$ cat src/rtl/host_job_sequencer.sv
// Host job sequencer: runs a table of jobs, programming four slave registers per job and polling a status register until it returns zero.
// Optional HOST_SEQ_TIMEOUT_EN: caps status reads per job at TIMEOUT_POLLS and raises a sticky timeout_err.
module host_job_sequencer #(
  parameter int         ADDR_W        = 36,
  parameter int         DATA_W        = 128,
  parameter int         NUM_JOBS      = 4,
  parameter longint     REG_BASE      = 0,
  parameter longint     REG_STRIDE    = 16,
  parameter int         START_DELAY   = 128,
  parameter int         POLL_GAP      = 8,
  parameter logic [3:0] START_MASK    = 4'b1111,
  parameter int         TIMEOUT_POLLS = 1024
) (
  input  logic              clk,
  input  logic              rst,
  input  logic              start,
  input  logic              ld_valid,
  input  logic [3:0]        ld_idx,
  input  logic [1:0]        ld_field,
  input  logic [63:0]       ld_data,
  output logic [ADDR_W-1:0] slave_address,
  output logic              slave_wrreq,
  input  logic              slave_wrack,
  output logic [DATA_W-1:0] slave_datain,
  output logic              slave_rdreq,
  input  logic              slave_rdack,
  input  logic [DATA_W-1:0] slave_dataout,
  output logic              busy,
  output logic              done,
  output logic [3:0]        job_idx,
  output logic [4:0]        jobs_ok,
  output logic              timeout_err
);

  localparam int IDX_W = (NUM_JOBS > 1) ? $clog2(NUM_JOBS) : 1;
  localparam logic [ADDR_W-1:0] BASE_A = ADDR_W'(REG_BASE);
  localparam logic [ADDR_W-1:0] STEP_A = ADDR_W'(REG_STRIDE);

  typedef enum logic [3:0] {
    S_IDLE, S_DELAY, S_WR0, S_WR1, S_WR2, S_WR3, S_RD, S_GAP, S_NEXT, S_DONE
  } state_t;

  state_t state_reg, state_next;
  logic [ADDR_W-1:0] addr_reg, addr_next;
  logic [DATA_W-1:0] datain_reg, datain_next;
  logic              wrreq_reg, wrreq_next;
  logic              rdreq_reg, rdreq_next;
  logic [3:0]        job_idx_reg, job_idx_next;
  logic [4:0]        jobs_ok_reg, jobs_ok_next;
  logic [7:0]        delay_cnt_reg, delay_cnt_next;
  logic [7:0]        gap_cnt_reg, gap_cnt_next;

`ifdef HOST_SEQ_TIMEOUT_EN
  localparam int PW = $clog2(TIMEOUT_POLLS + 1);
  logic [PW-1:0] poll_cnt_reg, poll_cnt_next;
  logic          timeout_reg, timeout_next;
`endif

  // Register addresses 0..3 are the job fields/start mask, 4 is status; wrap at ADDR_W.
  logic [ADDR_W-1:0] reg_addr [5];
  genvar gi;
  generate
    for (gi = 0; gi < 5; gi++) begin : g_addr
      assign reg_addr[gi] = BASE_A + STEP_A * ADDR_W'(gi);
    end
  endgenerate

  // Job table: not reset, loadable only while idle.
  logic [23:0] geom_mem [NUM_JOBS];
  logic [51:0] src_mem  [NUM_JOBS];
  logic [51:0] dst_mem  [NUM_JOBS];

  logic [IDX_W-1:0] ld_sel, cur_sel;
  logic             ld_ok;
  assign ld_sel  = ld_idx[IDX_W-1:0];
  assign cur_sel = job_idx_reg[IDX_W-1:0];
  assign ld_ok   = ld_valid && (state_reg == S_IDLE) && (int'(ld_idx) < NUM_JOBS);

  always_ff @(posedge clk) begin
    if (ld_ok) begin
      case (ld_field)
        2'd0:    geom_mem[ld_sel] <= ld_data[23:0];
        2'd1:    src_mem[ld_sel]  <= ld_data[51:0];
        2'd2:    dst_mem[ld_sel]  <= ld_data[51:0];
        default: ;
      endcase
    end
  end

  logic unused_bits;
  assign unused_bits = ^{ld_data[63:52], slave_dataout[DATA_W-1:4]};

  logic [1:0]        wr_k;
  logic [DATA_W-1:0] wr_field;
  always_comb begin
    wr_k = 2'd0;
    case (state_reg)
      S_WR1:   wr_k = 2'd1;
      S_WR2:   wr_k = 2'd2;
      S_WR3:   wr_k = 2'd3;
      default: wr_k = 2'd0;
    endcase
    wr_field = '0;
    case (wr_k)
      2'd0:    wr_field = DATA_W'(geom_mem[cur_sel]);
      2'd1:    wr_field = DATA_W'(src_mem[cur_sel]);
      2'd2:    wr_field = DATA_W'(dst_mem[cur_sel]);
      default: wr_field = DATA_W'(START_MASK);
    endcase
  end

  always_comb begin
    state_next     = state_reg;
    addr_next      = addr_reg;
    datain_next    = datain_reg;
    wrreq_next     = wrreq_reg;
    rdreq_next     = rdreq_reg;
    job_idx_next   = job_idx_reg;
    jobs_ok_next   = jobs_ok_reg;
    delay_cnt_next = delay_cnt_reg;
    gap_cnt_next   = gap_cnt_reg;
`ifdef HOST_SEQ_TIMEOUT_EN
    poll_cnt_next  = poll_cnt_reg;
    timeout_next   = timeout_reg;
`endif
    case (state_reg)
      S_IDLE: begin
        if (start) begin
          state_next     = S_DELAY;
          job_idx_next   = '0;
          jobs_ok_next   = '0;
          delay_cnt_next = '0;
`ifdef HOST_SEQ_TIMEOUT_EN
          poll_cnt_next  = '0;
          timeout_next   = 1'b0;
`endif
        end
      end
      S_DELAY: begin
        if (delay_cnt_reg == 8'(START_DELAY - 1)) begin
          state_next     = S_WR0;
          delay_cnt_next = '0;
        end else begin
          delay_cnt_next = delay_cnt_reg + 8'd1;
        end
      end
      S_WR0, S_WR1, S_WR2, S_WR3: begin
        // Each write spends one cycle with the request low to load address/data.
        if (!wrreq_reg) begin
          addr_next   = reg_addr[{1'b0, wr_k}];
          datain_next = wr_field;
          wrreq_next  = 1'b1;
        end else if (slave_wrack) begin
          wrreq_next = 1'b0;
          case (state_reg)
            S_WR0:   state_next = S_WR1;
            S_WR1:   state_next = S_WR2;
            S_WR2:   state_next = S_WR3;
            default: state_next = S_RD;
          endcase
        end
      end
      S_RD: begin
        if (!rdreq_reg) begin
          addr_next  = reg_addr[3'd4];
          rdreq_next = 1'b1;
        end else if (slave_rdack) begin
          rdreq_next = 1'b0;
`ifdef HOST_SEQ_TIMEOUT_EN
          poll_cnt_next = poll_cnt_reg + 1'b1;
`endif
          if (slave_dataout[3:0] == 4'b0000) begin
            state_next   = S_NEXT;
            jobs_ok_next = jobs_ok_reg + 5'd1;
          end
`ifdef HOST_SEQ_TIMEOUT_EN
          else if (poll_cnt_reg == PW'(TIMEOUT_POLLS - 1)) begin
            timeout_next = 1'b1;
            state_next   = S_NEXT;
          end
`endif
          else if (POLL_GAP == 0) begin
            state_next = S_RD;
          end else begin
            state_next   = S_GAP;
            gap_cnt_next = '0;
          end
        end
      end
      S_GAP: begin
        if (gap_cnt_reg == 8'(POLL_GAP - 1)) begin
          state_next   = S_RD;
          gap_cnt_next = '0;
        end else begin
          gap_cnt_next = gap_cnt_reg + 8'd1;
        end
      end
      S_NEXT: begin
        if (job_idx_reg == 4'(NUM_JOBS - 1)) begin
          state_next = S_DONE;
        end else begin
          state_next     = S_DELAY;
          job_idx_next   = job_idx_reg + 4'd1;
          delay_cnt_next = '0;
`ifdef HOST_SEQ_TIMEOUT_EN
          poll_cnt_next  = '0;
`endif
        end
      end
      S_DONE:  state_next = S_IDLE;
      default: state_next = S_IDLE;
    endcase
  end

  always_ff @(posedge clk) begin
    if (rst) begin
      state_reg     <= S_IDLE;
      addr_reg      <= '0;
      datain_reg    <= '0;
      wrreq_reg     <= 1'b0;
      rdreq_reg     <= 1'b0;
      job_idx_reg   <= '0;
      jobs_ok_reg   <= '0;
      delay_cnt_reg <= '0;
      gap_cnt_reg   <= '0;
`ifdef HOST_SEQ_TIMEOUT_EN
      poll_cnt_reg  <= '0;
      timeout_reg   <= 1'b0;
`endif
    end else begin
      state_reg     <= state_next;
      addr_reg      <= addr_next;
      datain_reg    <= datain_next;
      wrreq_reg     <= wrreq_next;
      rdreq_reg     <= rdreq_next;
      job_idx_reg   <= job_idx_next;
      jobs_ok_reg   <= jobs_ok_next;
      delay_cnt_reg <= delay_cnt_next;
      gap_cnt_reg   <= gap_cnt_next;
`ifdef HOST_SEQ_TIMEOUT_EN
      poll_cnt_reg  <= poll_cnt_next;
      timeout_reg   <= timeout_next;
`endif
    end
  end

  assign slave_address = addr_reg;
  assign slave_datain  = datain_reg;
  assign slave_wrreq   = wrreq_reg;
  assign slave_rdreq   = rdreq_reg;
  assign busy          = (state_reg != S_IDLE);
  assign done          = (state_reg == S_DONE);
  assign job_idx       = job_idx_reg;
  assign jobs_ok       = jobs_ok_reg;
`ifdef HOST_SEQ_TIMEOUT_EN
  assign timeout_err   = timeout_reg;
`else
  assign timeout_err   = 1'b0;
`endif

endmodule

$ cat config.mk
export PLATFORM = sky130hd
export DESIGN_NAME = host_job_sequencer
export DESIGN_NICKNAME = d
export VERILOG_FILES = /design/src/rtl/host_job_sequencer.sv
export SDC_FILE = /design/constraint.sdc
export NUM_CORES = 1
export LEC_CHECK = 0
export ABC_AREA = 1
export CAP_MARGIN = 20
export CORE_UTILIZATION = 30
export DETAILED_ROUTE_END_ITERATION = 10
export GPL_ROUTABILITY_DRIVEN = 0
export SLEW_MARGIN = 0
export SYNTH_ARGS = -nofsm -noshare
export SYNTH_HDL_FRONTEND = slang
export SYNTH_SLANG_ARGS = --single-unit
$ cat constraint.sdc
create_clock -name clk -period 4.7 [get_ports clk]
set_input_delay 0.94 -clock clk [delete_from_list [all_inputs] [get_ports clk]]
set_output_delay 0.94 -clock clk [all_outputs]
set_load 0.03 [all_outputs]
Run 1, M3 wires:
Bar = 100 um.
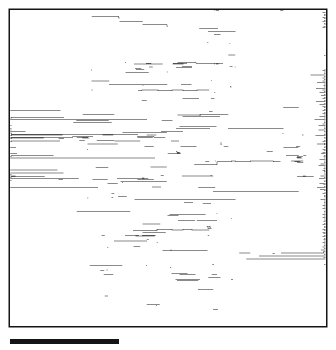
The wires run mostly horizontal. The layer carries 3670 um of wire. The layer holds 6.3% of the routed length. The longest straight run is 133 um.

Run 1, where the registers sit:
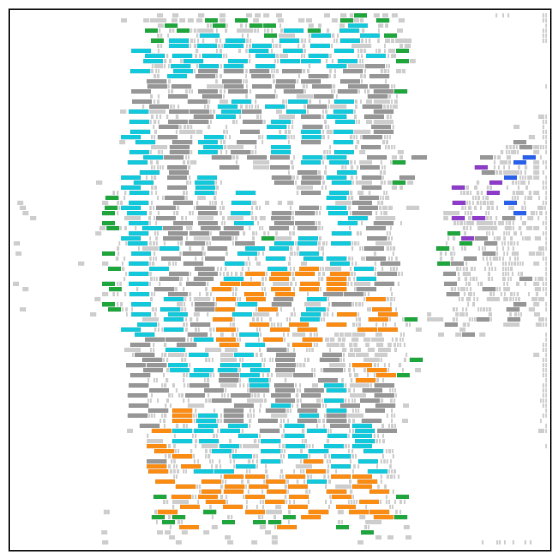
`delay_cnt_reg`: drawn in purple, sequential cells 8. `jobs_ok`: drawn in blue, sequential cells 5. `geom_mem`: drawn in orange, sequential cells 96. `src_mem`: drawn in cyan, sequential cells 208. `slave_datain`: drawn in green, sequential cells 52.

==> Changelog: implementation, run 1 <==
### Implementation results

* Run status: complete, no violations
* Largest stage delay on the critical path at 0.63 ns
* Nets@finish at 2602
* Comb_multi_in at 1522
* Synthesized area per cell at about 11 um2
* Die W at 290 um
* Fraction of layout cells with a size suffix above 1 at under 10%
* Yosys stat chip area at around 0.025 mm2
* Buffering overhead at under 10%
* VDD IR-drop max at about 0.27 mV
* Ys Warns at 0
* Register Area at 0.0171 mm2
* Drt wl/cell at ~17 um
* Crit path kind: reg -> reg
* Worst Path Buf+Inv at 2
* Hold path depth at 2
* Max Cap Violations at 0
* Die height at 290 um
* Post-CTS sizing at 0
* RR Startpoint: state_reg[0]$_SDFFE_PP0P_
* Synth async-reset ratio at 0%
* Cell mode on critical path: nand2_1
* Synth top area cells: edfxtp_1 62%, nand2_1 7.7%, dfxtp_1 7.1%
* Internal power at between 9000 and 10000 uW
* Placed wire-length estimate at about 33 mm
* Comb power frac at 15.0%
* WL met3 at 3.67 mm
* Post-place setup slack at 0.822 ns
* Root Buffer: clkbuf_16
* Number of clock buffers in the layout at 79
Run 1, routing congestion:
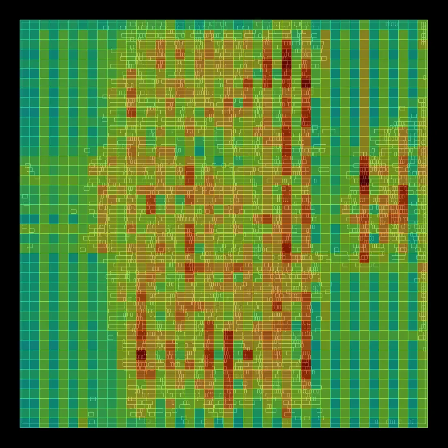
post-layout util: 35.3%
busiest layer in global routing: met2

Run 1, M2 wires:
Cells faint in the background.
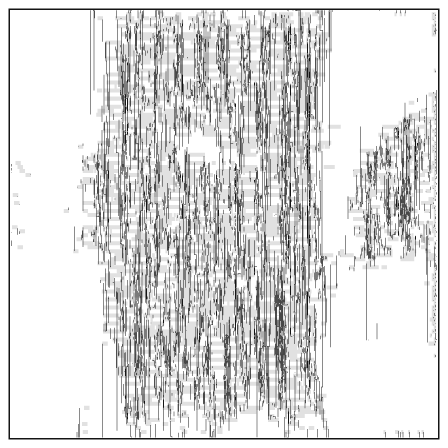
The layer carries 27.5 mm of wire. The wires run mostly vertical.
met2 Use GR: 22.3%
Post-Route WL: 58.1 mm
routed vias: 16032

-- run 1: worst max path at each step --
stage	startpoint	endpoint	slack, ns	cells past startpoint
floorplan	ld_idx[2]	dst_mem[0][0]$_DFFE_PP_	0.65	3
global placement	ld_idx[3]	src_mem[1][31]$_DFFE_PP_	0.85	5
detailed placement	ld_idx[3]	src_mem[1][31]$_DFFE_PP_	0.82	5
CTS	state_reg[0]$_SDFFE_PP0P_	src_mem[1][49]$_DFFE_PP_	1.37	8
global route	state_reg[1]$_SDFFE_PP0P_	src_mem[1][45]$_DFFE_PP_	1.20	8
finish	state_reg[0]$_SDFFE_PP0P_	src_mem[1][49]$_DFFE_PP_	1.46	8
--- run 2 (diff from run 1) ---
Clock period 4.7 ns to 2.8 ns, I/O delays scaled along.
Run 2, M3 wires:
Bar = 100 um.
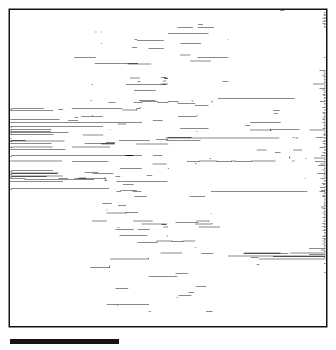
The layer carries 3990 um of wire. The wires run mostly horizontal.
grt met3 use: 3.88%
Post-Route WL: 58.3 mm
routed vias: 16066

Run 2, where the registers sit:
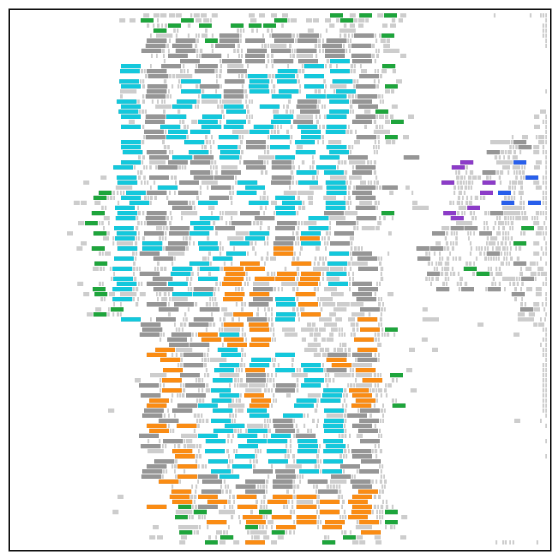
`geom_mem`: drawn in orange, sequential cells 96. `delay_cnt_reg`: drawn in purple, sequential cells 8. `src_mem`: drawn in cyan, sequential cells 208. `jobs_ok`: drawn in blue, sequential cells 5. `slave_datain`: drawn in green, sequential cells 52.
post-layout util: 35.8%
seq pwr: 10100 uW
Register Area: 0.0171 mm2
Seq area share: 58.5%

Run 2, routing congestion:
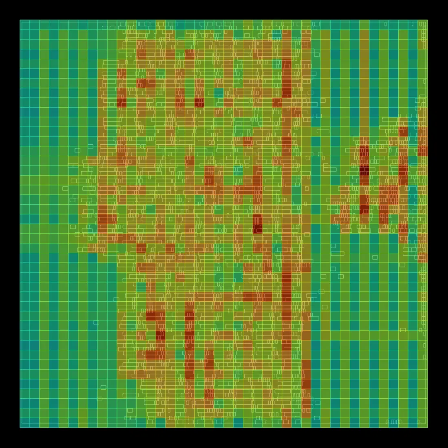
drt wl/cell: 16.5 um
met2 Use GR: 23.0%
GR Util All Layers: 13.7%
met1 usage: 17.3%

==> run 2 against run 1 <==
Die size stayed put; count of clock-buffer cells in the layout increased by 8; clock skew grew 0.029 ns; total power increased by 69%; non-clock buffer count up 20; routed wire length grew 0.38%; critical endpoint is now done.
==> Changelog: implementation, run 2 <==
### Implementation results

* Run status: complete, no violations
* Seq cells at 600
* Largest stage delay on the critical path at 0.71 ns (+0.08 ns)
* Fraction of layout cells with a size suffix above 1 at 7.63% (+0.58 points)
* Worst Path Buf+Inv at 2 (unchanged)
* Final setup fails at 0
* Vias per cell at 4.54
* Post-Synth Adder-Cell Area at less than 1%
* Crit path kind: reg -> out
* Internal power at 15500 uW (+70%)
* Nets@finish at 2623 (+0.81%)
* Comb_multi_in at 1522 (unchanged)
* Post-CTS sizing at 1 (+1)
* Ys Warns at 0 (unchanged)
* TNS Setup at 0 ns
* Buffering overhead at 7.12% (+1.2 points)
* Yosys stat chip area at 0.0249 mm2 (unchanged)
* Inst Count DP at 3423
* Biggest regs: dst_mem x208, src_mem x208, geom_mem x96
* Yosys top cell area share at approximately 60%
* Max Cap Violations at 0 (unchanged)
* Die height at 290 um (unchanged)
* Number of clock buffers in the layout at 87 (+10%)
* Ys flop type: edfxtp_1
* RR Startpoint: state_reg[1]$_SDFFE_PP0P_
* Synth top area cells: edfxtp_1 62%, nand2_1 7.7%, dfxtp_1 7.1%
* Synthesized area per cell at 10.9 um2 (unchanged)
* Drt first pass iters at 8
* Comb power frac at 15.2% (+0.2 points)
* H-tree levels at 2
* Worst Setup SP: state_reg[1]$_SDFFE_PP0P_
* Post-place setup slack at 0.265 ns (-0.557 ns)
* Placed wire-length estimate at 33.8 mm (+3.8%)
* Area after detailed placement at 0.0273 mm2
* Die W at 290 um (unchanged)
* Synth async-reset ratio at 0% (unchanged)
* Root Buffer: clkbuf_16
run 2: cell counts after synthesis:
Identical to the previous run, type by type.
run 2: worst max path at each step:
stage                                     endpoint  slack [ns]  cells after the start
final                                         done        0.09                      4
after global routing                          done        0.02                      3
after CTS                                     done        0.06                      4
after detailed placement  src_mem[0][33]$_DFFE_PP_        0.27                      8
after global placement    src_mem[0][33]$_DFFE_PP_        0.24                      8
after floorplan            dst_mem[1][0]$_DFFE_PP_       -0.20                      8
run 2: metal layers:
layer / routed length, um / up-vias / GRT usage (%)
li1: - / 7849 / -
met1: 25200 / 7697 / 17.3
met2: 27900 / 399 / 23.0
met3: 3990 / 99 / 3.88
met4: 1040 / 22 / 3.40
met5: 142 / - / 0
Run 2, M2 wires:
Cells faint in the background.
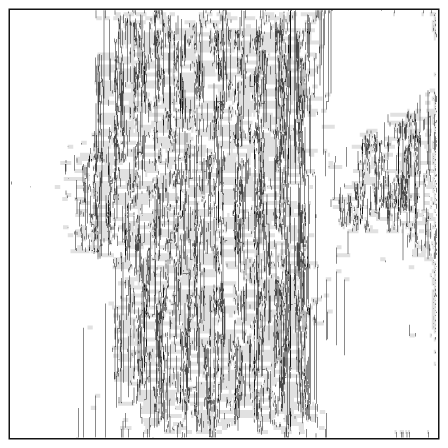

--- run 3 (diff from run 2) ---
Settings changed: CORE_MARGIN from default to 2, PLACE_DENSITY_LB_ADDON from default to 0.1.
Run 3, M2 wires:
Cells faint in the background.
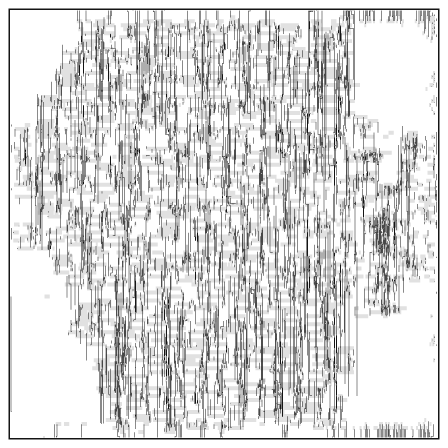
The layer holds 46% of the routed length. The wires run mostly vertical. The layer carries 29.9 mm of wire.

Run 3, M3 wires:
Bar = 100 um.
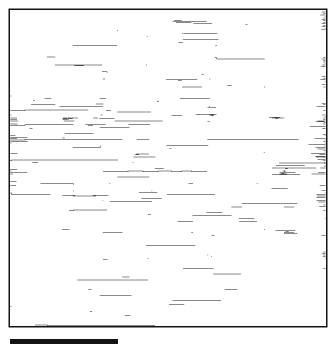
165 nets have wire on it. The layer holds 4.5% of the routed length. The longest straight run is 99.4 um. The layer carries 2930 um of wire.
routed vias: 16259
grt met3 use: 2.62%
Post-Route WL: 64.8 mm

Run 3, where the registers sit:
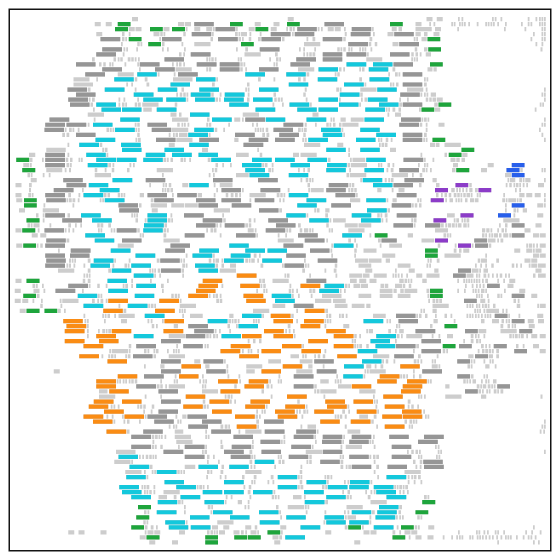
`slave_datain`: drawn in green, sequential cells 52, where all over the die. `src_mem`: drawn in cyan, sequential cells 208. `geom_mem`: drawn in orange, sequential cells 96. `delay_cnt_reg`: drawn in purple, sequential cells 8. `jobs_ok`: drawn in blue, sequential cells 5.
Another 231 sequential cells are not coloured.
Seq area share: 57.2%
post-layout util: 36.5%

==> run 3 against run 2 <==
Die size grew 1.4%; non-clock buffer count grew 8; final cell count grew 0.82%; sequential share of layout area shrank 1.3 points; synthesized cell count is the same; clock skew shrank 0.033 ns; worst hold slack gained 0.0053 ns; cell area grew 2.2%; count of clock-buffer cells in the layout grew 16; combinational power grew 2%; first-iteration DRC count shrank 4.2%; core utilization grew 0.74 points; highest routed layer unchanged.
==> Changelog: implementation, run 3 <==
### Implementation results

* Run status: complete, no violations
* Yosys stat chip area at 0.0249 mm2 (unchanged)
* Die height at 292 um (+0.69%)
* Fraction of layout cells with a size suffix above 1 at 9.09% (+1.5 points)
* Final setup fails at 0 (unchanged)
* Post-place setup slack at 0.105 ns (-0.160 ns)
* CTS Sinks at 600
* Largest stage delay on the critical path at 0.37 ns (-0.34 ns)
* Drt first pass iters at 5 (-3)
* Vias per cell at 4.56 (+0.38%)
* Biggest regs: dst_mem x208, src_mem x208, geom_mem x96
* Ys flop type: edfxtp_1
* Die W at 292 um (+0.69%)
* Register Area at 0.0171 mm2 (unchanged)
* Worst Setup SP: state_reg[0]$_SDFFE_PP0P_
* Number of clock buffers in the layout at 103 (+18%)
* Max Cap Violations at 0 (unchanged)
* H-tree levels at 3 (+1)
* Root Buffer: clkbuf_16
* Post-Synth Adder-Cell Area at 0.201% (unchanged)
* Final instance area at 0.0300 mm2
* Inst Count DP at 3431 (+0.23%)
* Worst Path Buf+Inv at 4 (+2)
* Area after detailed placement at 0.0275 mm2 (+0.63%)
* Buffering overhead at 7.57% (+0.44 points)
* TNS Setup at 0 ns (unchanged)
* Crit path to: dst_mem[2][14]$_DFFE_PP_
* Ys Warns at 0 (unchanged)
* Synth top area cells: edfxtp_1 62%, nand2_1 7.7%, dfxtp_1 7.1%
* GR Util All Layers at 14.9% (+1.2 points)
* Placed wire-length estimate at 36.6 mm (+8.4%)
* Crit path kind: reg -> reg
* Synth async-reset ratio at 0% (unchanged)
* Yosys top cell area share at 61.8% (unchanged)
* RR Startpoint: state_reg[0]$_SDFFE_PP0P_
run 3: per-layer routing:
metal  vias up  global-route usage, %  share of wire (%)
li1       7903                      -                  -
met1      7928                   21.0                 48
met2       346                   23.6                 46
met3        72                   2.62                4.5
met4        10                   4.30                1.5
met5         -                      0               0.11
run 3: logic make-up (layout without fill, tap and decap cells):
logic type / Yosys count / after routing
simple gates: 988 / 988
flops: 600 / 600
compound gates: 415 / 415
buf+inv: 270 / 374
xor+xnor: 5 / 5
fa+ha+maj: 4 / 4
other cells: 1 / 111
run 3: report_power, final:
part           total, uW  switching [uW]  internal [uW]
combinational       3270            2330            941
sequential         10100             181           9950
clock               9470            3750           5730
run 3: repair_timing:
action | 4_1_cts | 5_1_grt
endpoints found under the setup margin | 0 | 2
buffers inserted | 0 | 0
gates resized | 0 | 2
hold buffers | 0 | 0
No activity file was given, so power comes from the tool's default toggle rates.
